$ cat config.mk
export PLATFORM = sky130hd
export DESIGN_NAME = dump_sequencer
export DESIGN_NICKNAME = d
export VERILOG_FILES = /design/src/rtl/dump_sequencer.sv
export SDC_FILE = /design/constraint.sdc
export NUM_CORES = 1
export LEC_CHECK = 0
export ABC_AREA = 1
export CAP_MARGIN = 20
export CORE_ASPECT_RATIO = 0.7
export CORE_MARGIN = 1.5
export CORE_UTILIZATION = 53
export DETAILED_ROUTE_END_ITERATION = 12
export PLACE_DENSITY = 0.86
export SLEW_MARGIN = 20
export SYNTH_ARGS = -nofsm -noshare
export SYNTH_HDL_FRONTEND = slang
export SYNTH_SLANG_ARGS = --single-unit
$ cat constraint.sdc
create_clock -name i_clock -period 7.95 [get_ports i_clock]
set_input_delay 2.385 -clock i_clock [delete_from_list [all_inputs] [get_ports i_clock]]
set_output_delay 2.385 -clock i_clock [all_outputs]
set_load 0.02 [all_outputs]
$ cat src/rtl/dump_sequencer.sv
// rtl/dump_sequencer.sv - streams PC, register bank and data memory out over a byte UART
//
// Ports:
//   i_clock, i_reset          clock, asynchronous active-high reset
//   i_start, i_abort          begin a full dump (IDLE only), synchronous abort
//   i_tx_done                 UART byte-complete tick
//   i_pc_value                current PC
//   i_bank_reg_data           register-bank read data (one cycle after read)
//   i_mem_data                data-memory read data (one cycle after read)
//   o_rb_addr/_enable/_read_enable            register-bank debug read port
//   o_mem_data_addr/_enable/_read_enable      data-memory debug read port
//   o_tx_data, o_tx_start     byte to send and one-cycle start pulse
//   o_busy, o_done, o_section dump active, completion pulse, section (0 PC, 1 RB, 2 MEM, 3 idle)
module dump_sequencer #(
    parameter int BYTE          = 8,
    parameter int DWORD         = 32,
    parameter int RB_ADDR_SIZE  = 5,
    parameter int MEM_ADDR_SIZE = 5
) (
    input  logic                     i_clock,
    input  logic                     i_reset,
    input  logic                     i_start,
    input  logic                     i_abort,
    input  logic                     i_tx_done,
    input  logic [DWORD-1:0]         i_pc_value,
    input  logic [DWORD-1:0]         i_bank_reg_data,
    input  logic [DWORD-1:0]         i_mem_data,
    output logic [RB_ADDR_SIZE-1:0]  o_rb_addr,
    output logic                     o_rb_enable,
    output logic                     o_rb_read_enable,
    output logic [MEM_ADDR_SIZE-1:0] o_mem_data_addr,
    output logic                     o_mem_data_enable,
    output logic                     o_mem_data_read_enable,
    output logic [BYTE-1:0]          o_tx_data,
    output logic                     o_tx_start,
    output logic                     o_busy,
    output logic                     o_done,
    output logic [1:0]               o_section
);

    localparam int IDX_W          = (RB_ADDR_SIZE > MEM_ADDR_SIZE) ? RB_ADDR_SIZE : MEM_ADDR_SIZE;
    localparam int BYTES_PER_WORD = DWORD / BYTE;
    localparam int CNT_W          = $clog2(BYTES_PER_WORD);

    localparam logic [IDX_W-1:0] RB_LAST   = IDX_W'((1 << RB_ADDR_SIZE) - 1);
    localparam logic [IDX_W-1:0] MEM_LAST  = IDX_W'((1 << MEM_ADDR_SIZE) - 1);
    localparam logic [CNT_W-1:0] LAST_BYTE = CNT_W'(BYTES_PER_WORD - 1);

    localparam logic [1:0] SEC_PC   = 2'd0;
    localparam logic [1:0] SEC_RB   = 2'd1;
    localparam logic [1:0] SEC_MEM  = 2'd2;
    localparam logic [1:0] SEC_IDLE = 2'd3;

    typedef enum logic [2:0] {
        ST_IDLE,
        ST_FETCH,
        ST_LATCH,
        ST_SEND,
        ST_WAIT_TX,
        ST_NEXT,
        ST_DONE
    } state_t;

    state_t               state_q, state_d;
    logic [IDX_W-1:0]     idx_q;
    logic [1:0]           sec_q;
    logic [CNT_W-1:0]     byte_cnt_q;
    logic [DWORD-1:0]     shift_q;
    logic [DWORD-1:0]     pc_q;
    logic [RB_ADDR_SIZE-1:0]  rb_addr_q;
    logic [MEM_ADDR_SIZE-1:0] mem_addr_q;

    // The byte under transmission is always the low byte of the shift
    // register; it only moves on an accepted tx_done, so it is stable
    // for the whole of WAIT_TX.
    assign o_tx_data = shift_q[BYTE-1:0];

    always_ff @(posedge i_clock or posedge i_reset) begin
        if (i_reset) begin
            state_q <= ST_IDLE;
        end else begin
            state_q <= state_d;
        end
    end

    always_comb begin
        state_d                = state_q;
        o_rb_enable            = 1'b0;
        o_rb_read_enable       = 1'b0;
        o_mem_data_enable      = 1'b0;
        o_mem_data_read_enable = 1'b0;
        o_tx_start             = 1'b0;
        o_done                 = 1'b0;
        o_busy                 = (state_q != ST_IDLE);
        o_section              = (state_q == ST_IDLE || state_q == ST_DONE) ? SEC_IDLE : sec_q;
        // Addresses show the live index only during FETCH, otherwise the
        // value captured at the last FETCH.
        o_rb_addr              = rb_addr_q;
        o_mem_data_addr        = mem_addr_q;

        case (state_q)
            ST_IDLE: begin
                if (i_start) begin
                    state_d = ST_FETCH;
                end
            end
            ST_FETCH: begin
                if (sec_q == SEC_RB) begin
                    o_rb_enable      = 1'b1;
                    o_rb_read_enable = 1'b1;
                    o_rb_addr        = idx_q[RB_ADDR_SIZE-1:0];
                end else if (sec_q == SEC_MEM) begin
                    o_mem_data_enable      = 1'b1;
                    o_mem_data_read_enable = 1'b1;
                    o_mem_data_addr        = idx_q[MEM_ADDR_SIZE-1:0];
                end
                state_d = ST_LATCH;
            end
            ST_LATCH: begin
                state_d = ST_SEND;
            end
            ST_SEND: begin
                o_tx_start = 1'b1;
                state_d    = ST_WAIT_TX;
            end
            ST_WAIT_TX: begin
                if (i_tx_done) begin
                    state_d = (byte_cnt_q == LAST_BYTE) ? ST_NEXT : ST_SEND;
                end
            end
            ST_NEXT: begin
                if (sec_q == SEC_MEM && idx_q == MEM_LAST) begin
                    state_d = ST_DONE;
                end else begin
                    state_d = ST_FETCH;
                end
            end
            ST_DONE: begin
                o_done  = 1'b1;
                state_d = ST_IDLE;
            end
            default: begin
                state_d = ST_IDLE;
            end
        endcase

        // Abort overrides everything, including a coincident tx_done.
        if (i_abort) begin
            state_d = ST_IDLE;
        end
    end

    always_ff @(posedge i_clock or posedge i_reset) begin
        if (i_reset) begin
            idx_q      <= '0;
            sec_q      <= SEC_PC;
            byte_cnt_q <= '0;
            shift_q    <= '0;
            pc_q       <= '0;
            rb_addr_q  <= '0;
            mem_addr_q <= '0;
        end else if (i_abort) begin
            idx_q <= '0;
            sec_q <= SEC_PC;
        end else begin
            case (state_q)
                ST_FETCH: begin
                    case (sec_q)
                        SEC_PC:  pc_q       <= i_pc_value;
                        SEC_RB:  rb_addr_q  <= idx_q[RB_ADDR_SIZE-1:0];
                        SEC_MEM: mem_addr_q <= idx_q[MEM_ADDR_SIZE-1:0];
                        default: ;
                    endcase
                end
                ST_LATCH: begin
                    byte_cnt_q <= '0;
                    case (sec_q)
                        SEC_PC:  shift_q <= pc_q;
                        SEC_RB:  shift_q <= i_bank_reg_data;
                        default: shift_q <= i_mem_data;
                    endcase
                end
                ST_WAIT_TX: begin
                    if (i_tx_done) begin
                        shift_q    <= shift_q >> BYTE;
                        byte_cnt_q <= byte_cnt_q + 1'b1;
                    end
                end
                ST_NEXT: begin
                    case (sec_q)
                        SEC_PC: begin
                            sec_q <= SEC_RB;
                            idx_q <= '0;
                        end
                        SEC_RB: begin
                            if (idx_q == RB_LAST) begin
                                sec_q <= SEC_MEM;
                                idx_q <= '0;
                            end else begin
                                idx_q <= idx_q + 1'b1;
                            end
                        end
                        SEC_MEM: begin
                            // The last MEM word leads to DONE, which clears the index.
                            if (idx_q != MEM_LAST) begin
                                idx_q <= idx_q + 1'b1;
                            end
                        end
                        default: ;
                    endcase
                end
                ST_DONE: begin
                    idx_q <= '0;
                    sec_q <= SEC_PC;
                end
                default: ;
            endcase
        end
    end

endmodule

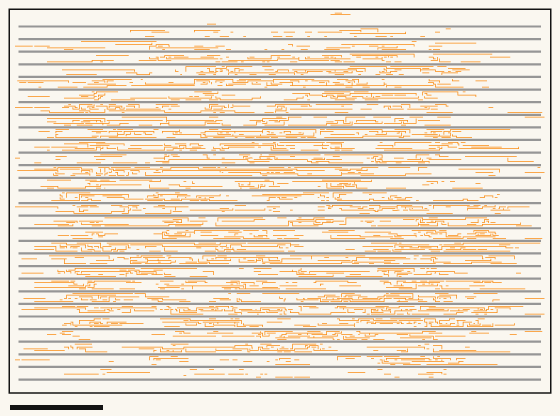
(images/layer_met1.png)
Scale bar: 20 µm. Supply wires on this layer in grey.
The wires run mostly horizontal. The layer holds 45% of the routed length. 770 nets have wire on it. The layer carries 5690 µm of wire.
overall routed net length: 12700 µm
met1 Use GR: 39.0%
DR vias: 4827

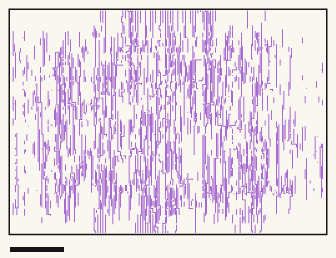
(images/layer_met2.png)
Scale bar: 20 µm.
The wires run mostly vertical. The layer carries 5860 µm of wire. The layer holds 46% of the routed length. 713 nets have wire on it.
grt met2 use: 44.8%

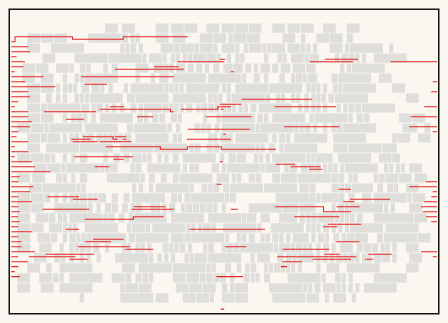
(images/layer_met3.png)
Cells faint in the background.
The layer holds 7.5% of the routed length. The wires run mostly horizontal.
met3 Usage GRT: 6.42%

==> reports/summary.txt <==
Lkg Pwr = 2.96 nW
Yosys top cell area share = 45.0%
Hold Fails Final Rpt = 0
Least-Margin Pin Slew = 0.777 ns
Worst IR Drop VDD = 149 µV
Area contributors post-synth = dfrtp_1, nand2_1, o21ai_0
Late-Pin Clk Latency = 0.34 ns
Vias/cell = 5.46
fin crit share = 66.4%
cts hold-fix bufs = 0
DR iter-0 viols = 438
Max Cap Violations = 0
reg2reg path depth = 7
CP required = 5.57 ns
Synthesis Warnings = 0
Die W = 116 µm
critical path data arrival time = 2.90 ns
status = complete, no violations
floorplan net count = 771
PwrDens = 276 mW/mm²
Core ar. = 0.00858 mm²
Reg2Reg Launch Point = state_q[0]
metal1 wirelength = 5690 µm
Placer Congestion = 0.857
Final setup viols = 0
Top Layer Used = met4
chip area = 0.00960 mm²
skew final = 0.00691 ns
Synth Instances = 662
asr flop ratio synth = 100%
largest net degree at the start of global routing = 87
Post-Synthesis Mean Instance Area = 7.22 µm²
final net count = 870
tool warnings = 30
initial antenna violation count = 0
first-pass GRT wire length = 20800 µm
Hold WC Path Type = flip-flop to flip-flop
Seq pwr share = 40.1%
global route overflow = 0
Max Fanout on Critical Path = 37
most numerous cell in the Yosys netlist = nand2_1
flip-flops with a built-in enable = 0
Post-synth seq share = 45.0%
Top cell by count, worst path = inv_1
Clk pwr share = 23.8%
number of distinct library cells after synthesis = 27
wire length on met2 = 5860 µm
WS Path Type = flip-flop to output port
CTS sink cnt = 86
worst-path cell chain = inv_1 -> ha_1 -> buf_4 -> inv_1 -> nor2_2 -> nor2_1 -> a21oi_1 -> clkdlybuf4s50_1
critical path's slowest cell = clkdlybuf4s50_1
hold_ws = 0.473 ns
Remaining DRCs = 0
# Cells Yosys = 662
Mapped Area = 0.00478 mm²
worst r2r dst = shift_q[14]
FP Core Util = 55.7%
fillers = 676
clk root buf = clkbuf_16
CTS tree = done
worst hold path depth = 2
Slew Limit Fails = 0
RSZ-0062 raised after global routing = false
final setup TNS = 0 ns
share of layout cells above drive strength 1 = 4.32%
CP max stage delay = 0.64 ns
R2R Setup Slk = 5.38 ns
switch share = 34.8%
Psw = 0.000605 W
Hold EP = pc_q[16]
Buf+Inv Stages, Crit Path = 4
worst rel slew slack = 48.1%
Seq cells post-synth = 86
met3 wire len = 955 µm
Max Clk Rate = 189 MHz
Post-synth top cells = nand2_1, dfrtp_1, o21ai_0
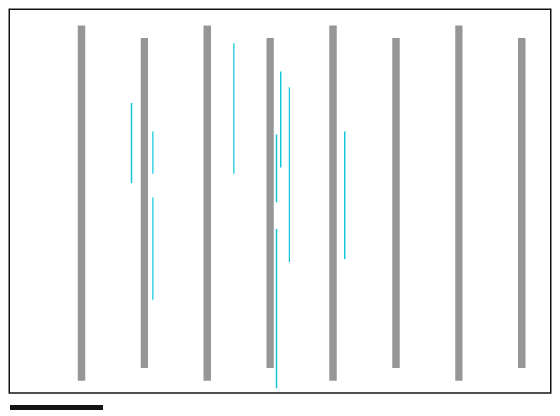
(images/layer_met4.png)
Scale bar: 20 µm. Supply wires on this layer in grey.
The longest straight run is 37.4 µm. The wires run mostly vertical. The layer carries 209 µm of wire.

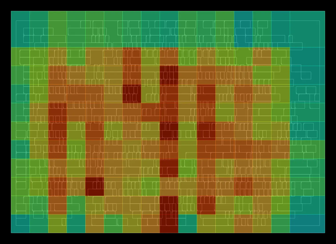
(images/congestion.png)
WL per Instance: 14.4 µm
Final Util: 73.5%
most used routing layer: met2
GRT Overall Usage: 28.2%

[worst max path at each step]
stage	endpoint	slack [ns]	depth (start not counted)
6_report	o_rb_addr[2]	2.67	8
3_5_place_dp	o_rb_addr[2]	3.06	8
5_1_grt	o_rb_addr[3]	2.49	8
4_1_cts	o_rb_addr[2]	2.70	8
2_1_floorplan	byte_cnt_q[0]	3.34	1
3_3_place_gp	o_rb_addr[0]	3.22	8
[power by group through the flow]
| stage | clock network [W] | logic [W] | registers [W] |
|---|---|---|---|
| floorplan | 0 | 0.000426 | 0.000677 |
| global placement | 0 | 0.000600 | 0.000693 |
| detailed placement | 0 | 0.000625 | 0.000701 |
| CTS | 0.000418 | 0.000629 | 0.000695 |
| global route | 0.000434 | 0.000709 | 0.000717 |
| finish | 0.000414 | 0.000629 | 0.000697 |
[layout make-up]
cell class                      instances  area [µm²]  area share (%)
Inverter                               53         203            3.21
Timing Repair Buffer                  133        1320            20.9
Clock inverter                          1        30.0           0.476
Tap cell                              120         150            2.38
Multi-Input combinational cell        478        2200            34.8
Clock buffer                           13         260            4.12
Sequential cell                        86        2150            34.1
[worst register-to-register path: cells and delay by family, from the launching register on]
kind            cells  cell delay [ns]
simple gates        5             1.44
flops               1             0.45
buf+inv             1             0.36
compound gates      1             0.27
[registers in the layout, indices dropped and copies added, names as in the netlist]
register / count
pc_q: 32
shift_q: 32
idx_q: 5
mem_addr_q: 5
rb_addr_q: 5
state_q: 3
byte_cnt_q: 2
sec_q: 2
[cells in the final DEF, fill, tap and decap left out, types with 3 or more instances in the layout]
cell type        synthesis  layout
a31oi_1                 16      16
dfrtp_1                 86      86
o21ai_1                 14      14
nor3_1                   3       3
nand2_1                246     246
o21ai_0                 60      60
a21oi_1                 19      19
o211ai_1                11      11
clkbuf_16                0       9
buf_4                   10       5
nand3_1                 45      45
nor2_1                  43      42
clkdlybuf4s50_1          0     127
nor2_2                   3       4
inv_1                   50      49
ha_1                     8       8
[logic make-up after synthesis]
group,synth area share [%]
xor+xnor,0.183
simple gates,29.6
flops,45.0
buf+inv,9.03
compound gates,14.1
fa+ha+maj,2.09
[metal layers]
layer  vias up  global-route usage (%)
li1       2311                       -
met1      2280                    39.0
met2       217                    44.8
met3        19                    6.42
met4         0                    8.78
met5         -                       0
[through the flow]
step | worst slack (ns) | area, µm² | power, W | std cells
floorplan | 3.34 | 4780 | 0.00110 | 662
global placement | 3.22 | 6020 | 0.00129 | 870
detailed placement | 3.06 | 6020 | 0.00133 | 870
CTS | 2.70 | 6310 | 0.00174 | 884
global route | 2.49 | 6310 | 0.00186 | 884
finish | 2.67 | 6310 | 0.00174 | 884
Power figures rest on the tool's default switching activity, not on a simulated workload.
